**Sequential cells colored by netlist name**

Scale: 6 px per µm. Other sequential cells in the stronger gray, the rest of the logic in the fainter gray.
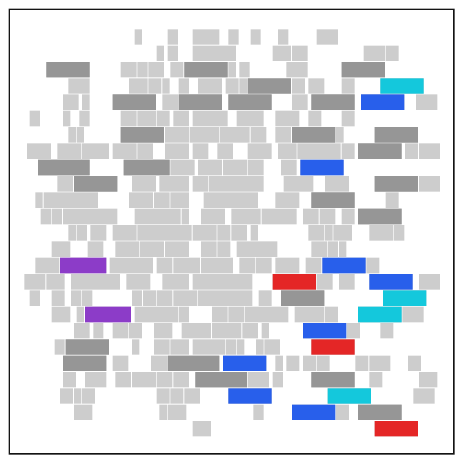
**Routed clock nets over the placement**

Scale: 8 px per µm.
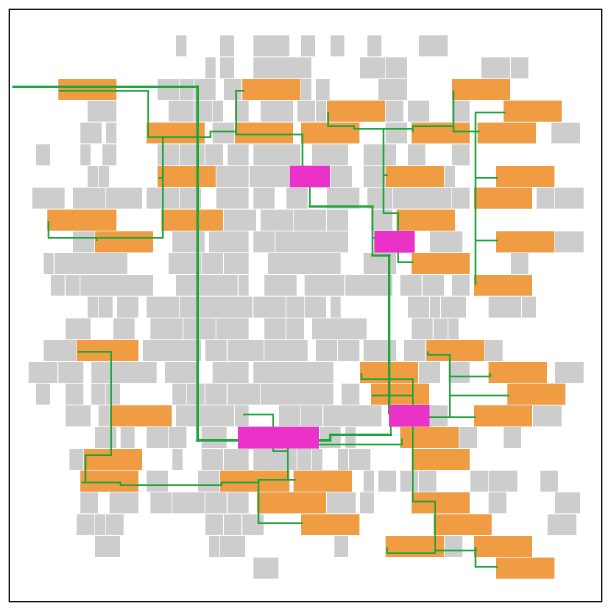
**Power grid**

Scale: 4 px per µm. Pins as bars on the die edge.
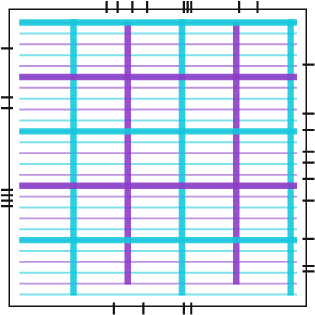
==> config.mk <==
export PLATFORM = sky130hd
export DESIGN_NAME = ntt_stage_scheduler
export DESIGN_NICKNAME = d
export VERILOG_FILES = /design/src/rtl/ntt_stage_scheduler.sv
export SDC_FILE = /design/constraint.sdc
export NUM_CORES = 1
export LEC_CHECK = 0
export CAP_MARGIN = 20
export CELL_PAD_IN_SITES_DETAIL_PLACEMENT = 0
export CELL_PAD_IN_SITES_GLOBAL_PLACEMENT = 1
export CORE_MARGIN = 2
export CORE_UTILIZATION = 36
export DETAILED_ROUTE_END_ITERATION = 10
export GPL_ROUTABILITY_DRIVEN = 1
export PLACE_DENSITY_LB_ADDON = 0.1
export SYNTH_ARGS = -nofsm -noshare
export SYNTH_HDL_FRONTEND = slang
export SYNTH_SLANG_ARGS = --single-unit
==> constraint.sdc <==
create_clock -name clk -period 1.51 [get_ports clk]
set_clock_uncertainty 0.15 [all_clocks]
set_input_delay 0.151 -clock clk [delete_from_list [all_inputs] [get_ports clk]]
set_output_delay 0.151 -clock clk [all_outputs]
set_load 0.01 [all_outputs]
==> results.cfg <==
; flow metrics
[worst_setup_path]
critPathMaxStageDelay_ns = 0.41
crit_fanout = 6
cp_cell_sequence = ha_4 > and4bb_2 > nor4_4 > nor2_1 > buf_2
rr_worst_depth = 7
arrival_ns = 1.58
crit_path_start_kind = register
required_ns = 1.21
critPathTopFamily = simple AND/OR/NAND/NOR gates
crit_type = register to output port
endpoint_kind = output port
worst-path-stages = 5
crit_slowest_cell = dfxtp_4
rrSetupSlack_ns = -0.26

[synthesis]
edf_count = 0
ys_cells = 184
synth-xor-area-share_pct = 0
avgSynthCellArea_um2 = 9.547
synth_seq_share_pct = 47.86
logic_family = simple AND/OR/NAND/NOR gates
ys_top_cells_by_count = dfxtp_1, nor2b_1, nor2_1, a21oi_1, nand2_1
synth.net_count = 195
yosysTopAreaCellShare_pct = 47.86
ys_sh_simple_pct = 26.42
async_reset_ff_share_pct = 0
ys_warn_count = 0
ff_type = dfxtp_1
synthAdderAreaFrac_pct = 4.986
ys.flops = 42
synthCells = 184
syn-cell-area_um2 = 1757

[final_timing]
timing.final.ws_setup_ns = -0.3696
period_minus_slack_ns = 1.880
setup_violations = 17
tightest_slew_ns = 0.2847
grt_setup_unrepaired = true
fin_hold_ws_ns = 0.2884
hold_viol_final = 0
period_used_pct = 124.5
drv_slew = 0
relSlewSlack_pct = 81.02
tns_ns = -3.597

[power_and_ir_drop]
power_density_nw_per_um2 = 747.0

[layout]
fin_nets = 272
n_antenna_cell = 0
area_growth_pct = 63.82
layout-drive-gt1-share_pct = 48.28

[cts]
numClockSinks = 42
numCtsBuffers = 5
clk_pin_slew_ns = 0.08
clock_path_buffers = 2
cts_tree = done
root_buffer = clkbuf_8

[floorplan]
rows = 25
dieArea_um2 = 5455
initCoreUtil_pct = 37.19
io_pins = 30

[global_routing]
met2_usage_pct = 29.76
use_met3_pct = 3.292
grt-busiest-layer = met2
globalRouteOverflowTotal = 0
grt_first_pass_wirelength_um = 6796
grt_use_total_pct = 16.66
grt_pass1_vias = 1492

[place]
pre_cts_slack_ns = -0.6971
portBuffers = 29
hpwl_um = 2711
gp_congestion = 0.8185

[outcome]
violations = negative setup slack
outcome = complete, but fails checks

[drt]
vias = 1541
antenna_left = 0
highest_layer = met4
wl_met3_um = 141
wl_met1_um = 1751
drcViolationCount = 0
drt_wl_total_um = 4277
drt-wirelength-per-cell_um = 13.04
viasPerCell = 4.698
firstDrtPassIters = 4

[job]
warnings = 32

[min_path]
whs_path_depth = 1
hold_class = register to register
## Picture notes: 'sequential cells colored by netlist name'
- red: r_dv (flops 3)
- purple: r_state (flops 2)
- blue: r_dbot (flops 8)
- cyan: wr_addr_bot (flops 4)
Reg area: 855.8 µm²
P_seq: 0.00114 W
final core occ: 60.93%
Seq area share: 29.74%

## Picture notes: 'routed clock nets over the placement'
- green: clock wires (length 480 µm)
- orange: flip-flops (count 42)
- magenta: cells driving clock nets (count 5)
- flops lie: spread over the die
clock latency on the worst-skew pair: 0.28 ns
clock power share: 30.8%
P_clk: 0.000662 W

## Picture notes: 'power grid'
- purple: VDD
- cyan: VSS
- signal pins: 30
- met4 straps: 5
- met5 straps: 5
maximum VDD drop: 0.4527 mV
Die H: 73.86 µm
Die Width: 73.86 µm
Core Footprint: 4723 µm²

## final cells by class
type                            instances  area, µm²
Fill cell                             380       1846
Timing Repair Buffer                   89      813.3
Sequential cell                        42      855.8
Clock buffer                            5      68.82
Tap cell                               67      83.83
Clock inverter                          2      10.01
Multi-Input combinational cell        119       1018
Inverter                                4      27.53
## metrics by stage
stage	instance area, µm²	instances
3_5_place_dp	2355	297
5_1_grt	2878	328
6_report	2878	328
3_3_place_gp	2355	297
4_1_cts	2734	322
2_1_floorplan	1813	184
## power by group
part / internal [W] / switching, W / total (W)
clock: 0.000310 / 0.000351 / 0.000662
sequential: 0.00113 / 0.0000136 / 0.00114
combinational: 0.000189 / 0.000154 / 0.000343
total: 0.00163 / 0.000519 / 0.00215
## timing repair
| item | CTS | global route |
|---|---|---|
| setup buffers | 19 | 10 |
| hold endpoints to repair | 0 | 0 |
| hold buffers | 0 | 0 |
| gates resized | 106 | 29 |
| endpoints found under the setup margin | 21 | 25 |
| pin swaps | 20 | 13 |
| cloned | 0 | 0 |
## cell usage in the layout (no fill, tap or decap), drive strengths merged, types with 2 or more instances in the layout
| cell | synthesis | layout |
|---|---|---|
| nor2b | 23 | 23 |
| clkinv | 0 | 2 |
| clkbuf | 5 | 6 |
| o21ai | 3 | 3 |
| nor2 | 16 | 16 |
| nand2b | 2 | 2 |
| nand2 | 12 | 12 |
| inv | 4 | 4 |
| dfxtp | 42 | 42 |
| clkdlybuf4s50 | 0 | 11 |
| nand3b | 5 | 5 |
| nor4bb | 2 | 2 |
| ha | 7 | 7 |
| a21oi | 15 | 15 |
| mux2i | 2 | 2 |
| buf | 14 | 72 |
| nor3 | 3 | 3 |
| a211oi | 5 | 5 |
| and2 | 3 | 3 |
| a31oi | 2 | 2 |
| or3 | 2 | 2 |
| dlygate4sd2 | 0 | 4 |
Power and IR drop assume default switching activity.
